[src/rtl/uart_rx_sampler.sv]
`timescale 1ns/1ps
`default_nettype none
// ============================================================================
// Module   : uart_rx_sampler
// Purpose  : 16x-oversampling 8N1 UART receiver with 2-flop synchroniser,
//            3-sample majority vote, false-start rejection and framing-error
//            strobe. Held-low (break) lines yield a single frame_err.
// Revision : 1.0 - initial release
// ============================================================================
module uart_rx_sampler #(
  parameter int CLK_FREQ = 100_000_000,
  parameter int BAUD     = 115200
) (
  input  logic       clk,
  input  logic       rst,
  input  logic       rx,
  output logic [7:0] dat,
  output logic       dat_en,
  output logic       frame_err,
  output logic       busy
);

  // Clocks per oversampling tick, rounded to nearest.
  localparam int DIV = (CLK_FREQ + BAUD * 8) / (BAUD * 16);
  localparam int TW  = (DIV > 1) ? $clog2(DIV) : 1;
  localparam logic [TW-1:0] TICK_LAST = TW'(DIV - 1);

  generate
    if (DIV < 1) begin : g_div_check
      $error("uart_rx_sampler: CLK_FREQ too low for BAUD (DIV < 1)");
    end
  endgenerate

  localparam logic [2:0] IDLE  = 3'd0;
  localparam logic [2:0] START = 3'd1;
  localparam logic [2:0] DATA  = 3'd2;
  localparam logic [2:0] STOP  = 3'd3;
  localparam logic [2:0] BREAK = 3'd4;

  logic          sync1;
  logic          rx_s;
  logic [2:0]    state;
  logic [TW-1:0] tick_cnt;
  logic [3:0]    sub_cnt;
  logic [2:0]    samples;
  logic [2:0]    bit_cnt;
  logic [7:0]    shreg;
  logic          counting;
  logic          tick;
  logic          maj_bit;
  logic          maj_stop;

  function automatic logic maj3(input logic [2:0] s);
    return (s[0] & s[1]) | (s[0] & s[2]) | (s[1] & s[2]);
  endfunction

  // Counters only run inside a frame; IDLE and BREAK hold them at zero so a
  // new frame always starts its bit period from a clean phase.
  assign counting = (state == START) || (state == DATA) || (state == STOP);
  assign tick     = counting && (tick_cnt == TICK_LAST);
  assign maj_bit  = maj3(samples);
  // Stop bit is decided on the tick that captures its third sample, so the
  // live rx_s stands in for the sample not yet registered.
  assign maj_stop = maj3({samples[1:0], rx_s});
  assign busy     = (state != IDLE);

  // Two-flop synchroniser; reset to the idle line level.
  always_ff @(posedge clk or posedge rst) begin
    if (rst) begin
      sync1 <= 1'b1;
      rx_s  <= 1'b1;
    end else begin
      sync1 <= rx;
      rx_s  <= sync1;
    end
  end

  // Oversampling tick divider and 16-phase sub-bit counter.
  always_ff @(posedge clk or posedge rst) begin
    if (rst) begin
      tick_cnt <= '0;
      sub_cnt  <= 4'd0;
    end else if (!counting) begin
      tick_cnt <= '0;
      sub_cnt  <= 4'd0;
    end else if (tick) begin
      tick_cnt <= '0;
      sub_cnt  <= sub_cnt + 4'd1;
    end else begin
      tick_cnt <= tick_cnt + TW'(1);
    end
  end

  // Mid-bit sample capture at sub-phases 7, 8 and 9.
  always_ff @(posedge clk or posedge rst) begin
    if (rst) begin
      samples <= 3'b000;
    end else if (tick && (sub_cnt >= 4'd7) && (sub_cnt <= 4'd9)) begin
      samples <= {samples[1:0], rx_s};
    end
  end

  // Frame state machine, shift register and registered output strobes.
  always_ff @(posedge clk or posedge rst) begin
    if (rst) begin
      state     <= IDLE;
      bit_cnt   <= 3'd0;
      shreg     <= 8'h00;
      dat       <= 8'h00;
      dat_en    <= 1'b0;
      frame_err <= 1'b0;
    end else begin
      dat_en    <= 1'b0;
      frame_err <= 1'b0;
      case (state)
        IDLE: begin
          bit_cnt <= 3'd0;
          if (!rx_s) state <= START;
        end
        START: begin
          if (tick && (sub_cnt == 4'd15)) begin
            // A start bit that does not vote low was a glitch.
            state <= maj_bit ? IDLE : DATA;
          end
        end
        DATA: begin
          if (tick && (sub_cnt == 4'd15)) begin
            shreg   <= {maj_bit, shreg[7:1]};
            bit_cnt <= bit_cnt + 3'd1;
            if (bit_cnt == 3'd7) state <= STOP;
          end
        end
        STOP: begin
          // Deciding at mid-bit leaves margin to catch a back-to-back start.
          if (tick && (sub_cnt == 4'd9)) begin
            if (maj_stop) begin
              dat    <= shreg;
              dat_en <= 1'b1;
              state  <= IDLE;
            end else begin
              frame_err <= 1'b1;
              state     <= BREAK;
            end
          end
        end
        BREAK: begin
          if (rx_s) state <= IDLE;
        end
        default: state <= IDLE;
      endcase
    end
  end

endmodule
`default_nettype wire

[config.mk]
export PLATFORM = sky130hd
export DESIGN_NAME = uart_rx_sampler
export DESIGN_NICKNAME = d
export VERILOG_FILES = /design/src/rtl/uart_rx_sampler.sv
export SDC_FILE = /design/constraint.sdc
export NUM_CORES = 1
export LEC_CHECK = 0
export CORE_ASPECT_RATIO = 1.2
export CORE_UTILIZATION = 25
export DETAILED_ROUTE_END_ITERATION = 8
export DONT_BUFFER_PORTS = 1
export GPL_TIMING_DRIVEN = 0
export PLACE_DENSITY = 0.42
export SETUP_SLACK_MARGIN = 0.5
export SYNTH_ARGS = -nofsm -noshare
export SYNTH_HDL_FRONTEND = slang
export SYNTH_SLANG_ARGS = --single-unit
export TNS_END_PERCENT = 20
[constraint.sdc]
create_clock -name clk -period 2 [get_ports clk]
set_clock_uncertainty 0.1 [all_clocks]
set_input_delay 0.4 -clock clk [delete_from_list [all_inputs] [get_ports clk]]
set_output_delay 0.4 -clock clk [all_outputs]
set_load 0.005 [all_outputs]
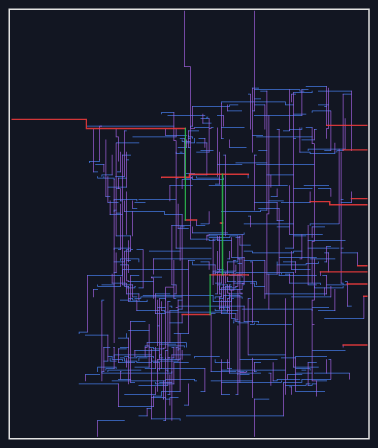
Fig. 1. Wiring by layer.
met4: marked green, wire length 51.7 um. met2: marked purple, wire length 1690 um. met1: marked blue, wire length 1450 um. met3: marked red, wire length 132 um.

==> run_results.csv <==
group,metric,value,unit
yosys,syn_area,0.001819,sq mm
die,chip_area,0.007623,sq mm
final_timing,setup_viol,0,
setup_path,cpLargestDelayFamily,"simple AND/OR/NAND/NOR gates",
setup_path,cp-start-kind,"register",
die,die_h,95.45,um
global_route,overflow,0,
final_timing,fmax,524.6,MHz
final_timing,rsz0062_at_grt,"true",
placement,dpl.hpwl,2.272,mm
yosys,avgSynthCellArea,12.29,sq um
global_route,grt_pass1_vias,1127,
setup_path,path_max_fanout,7,
setup_path,slowest_stage,"dfrtp_1",
final_timing,min_period,1.906,ns
clock_network,clk_pin_slew,0.08,ns
yosys,postSynth.asyncResetShare,100.0,%
pwr,vdd_drop_max,0.3843,mV
final_timing,whs,0.04929,ns
yosys,yosysUniqueCellTypes,37,
route,drt_first_pass_iters,4,
final_timing,finalClockPeriodUsage,95.32,%
clock_network,clkLatencyLatePin,0.29,ns
clock_network,cts_sinks,39,
global_route,track_usage,9.954,%
final_timing,hold_violations,0,
final_layout,combGateArea,809.5,sq um
clock_network,clk_path_buf_depth,2,
final_layout,syn2layout_area_growth,18.50,%
pwr,power_leakage,1.021,nW
route,postRouteWirelength,3.325,mm
route,antenna_left,0,
global_route,grt_max_degree,40,
yosys,synth-seq-area-share,53.78,%
pwr,p_per_area,687.4,mW/mm^2
final_layout,register_area,978.4,sq um
setup_path,critPathMaxStageDelay,0.44,ns
die,placementRows,33,
setup_path,path_class,"register to register",
final_layout,num_antenna_cells,0,
die,pin_count,14,
die,fp_util,26.23,%
setup_path,endpoint_kind,"register",
final_layout,drive_above_1_share,32.52,%
die,core,0.006937,sq mm
yosys,enable_flop_cells,0,
route,post_drt_wl_per_cell,13.30,um
clock_network,htree_levels,2,
final_timing,fin_tns_setup,0,ns
final_timing,slew_headroom,45.48,%
yosys,synth_warnings,0,
route,num_vias,1112,
die,die_w,79.87,um
route,drt_iter0_drc,60,
yosys,synthCells,148,
run_status,status,"completed",
setup_path,crit_required,2.07,ns
yosys,ys_cells,148,
clock_network,numCtsBuffers,5,
setup_path,crit_buf_inv,2,
yosys,fp_nets,158,
placement,portBuffers,0,
clock_network,cts_tree,"yes",
final_layout,nNetsFinal,172,
global_route,grt_pass1_wl,5.616,mm
global_route,antenna_found_initial,0,
min_path,hold_class,"input port to async pin",
yosys,ys.flop_type,"dfrtp_1",
route,viasPerCell,4.448,
route,drc_errors,0,
flow_run,maxCapViolCount,0,
final_timing,drv_slew,0,
clock_network,cts-root-buf,"clkbuf_8",
setup_path,arrival,1.98,ns
yosys,ys.flops,39,
final_timing,tightestPinTransition,0.8166,ns
placement,place_congestion,0.7153,
yosys,yosysChipArea,0.001819,sq mm
flow_run,warning_count,32,
final_layout,fillers,713,
setup_path,crit_chain,"ha_1 > and3_1 > and4_4 > buf_6 > buf_12 > mux2_4",
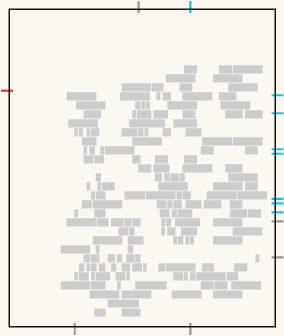
Fig. 2. Pin map.
Pins as bars across the die edge, other pins in grey.
dat: marked cyan, pins 8, direction output, edge 7 right, 1 top. clk: marked red, pins 1, direction input, edge left.
All pins by edge: 9 right, 2 top, 2 bottom, 1 left.

-- report_power, final --
part | total (W) | switching, W | internal (W)
Combinational | 0.0000182 | 0.0000160 | 0.00000225
Sequential | 0.000793 | 0.00000159 | 0.000792
Clock | 0.000670 | 0.000267 | 0.000404
-- worst reg2reg max path: stages, from the launching register on --
cell and delay (ns):
dfrtp_1 0.44, ha_1 0.24, and3_1 0.25, and4_4 0.24
buf_6 0.12, buf_12 0.12, mux2_4 0.30
-- cell usage in the layout, fill, tap and decap left out, types with 5 or more instances in the layout --
master,instances
dfrtp_1,37
ha_1,5
nand3_1,6
mux2_2,13
buf_4,6
nand2_1,8
clkbuf_8,6
nor2_1,13
mux2_4,6
-- cells in the mapped netlist (3+ instances only) --
master	instances	area [sq um]
dfrtp_1	37	925.9
xnor2_1	3	26.28
ha_1	7	87.58
mux2_4	5	75.07
nor2_1	13	48.80
xor2_1	4	35.03
o21ai_0	3	15.01
and4b_1	3	30.03
nand2_1	9	33.78
mux2_2	14	157.7
nand3_1	6	30.03
inv_1	6	22.52
buf_6	3	33.78
a21oi_1	4	20.02
-- logic make-up after synthesis --
| family | after synthesis | share of synthesized area, % |
|---|---|---|
| xor+xnor | 7 | 3.370 |
| flops | 39 | 53.78 |
| mux | 20 | 13.34 |
| fa+ha+maj | 9 | 5.915 |
| compound gates | 12 | 4.058 |
| buf+inv | 13 | 4.058 |
| simple gates | 48 | 15.48 |
-- registers in the layout, indices dropped and copies added (netlist names) --
signal,cells
dat,8
samples,3
bit_cnt,3
rx_s,1
sub_cnt,4
shreg,8
dat_en,1
frame_err,1
state,3
tick_cnt,6
sync1,1
-- metrics by stage --
step	util, %	instance area (sq um)	total power, W	worst slack, ns	cells
6_report	31.08	2156	0.001482	0.09362	250
5_1_grt	31.08	2156	0.001541	0.01110	250
3_3_place_gp	27.85	1932	0.0008261	-0.004076	235
2_1_floorplan	-	1823	0.0008208	0.1811	148
4_1_cts	30.36	2106	0.001519	0.08956	248
3_5_place_dp	27.85	1932	0.0008269	-0.06618	235
-- layout make-up --
cell class	instances	area share [%]
plain buffers	7	2.960
clock buffers	6	3.831
clock inverters	2	1.625
inverters	6	1.045
multi-input cells	96	37.55
flip-flops and latches	39	45.39
well taps	87	5.049
repair buffers	7	2.554
-- per-layer routing --
layer | share of wire [%] | track usage, % | wire length, um
met1 | 44 | 11.47 | 1452
met2 | 51 | 16.95 | 1688
met3 | 3.9 | 3.254 | 131
met4 | 1.5 | 4.018 | 51
met5 | 0 | 0 | 0
-- what timing repair did --
item	in CTS	in global routing
pin swaps	2	2
hold buffers	1	0
setup buffers	4	2
resized	4	10
hold endpoints to repair	1	0
setup endpoints to repair	36	38
-- worst paths after layout --
kind                                  from  slack (ns)           to  cells past startpoint
worst max-delay path            sub_cnt[0]        0.09     shreg[2]                      6
worst min-delay path                   rst        0.05   samples[0]                      1
worst min register to register       sync1        0.26         rx_s                      0
min in group clk                     sync1        0.26         rx_s                      0
worst max register to register  sub_cnt[0]        0.09     shreg[2]                      6
max in group asynchronous              rst        1.23  tick_cnt[1]                      1
No activity file was given, so power comes from the tool's default toggle rates.
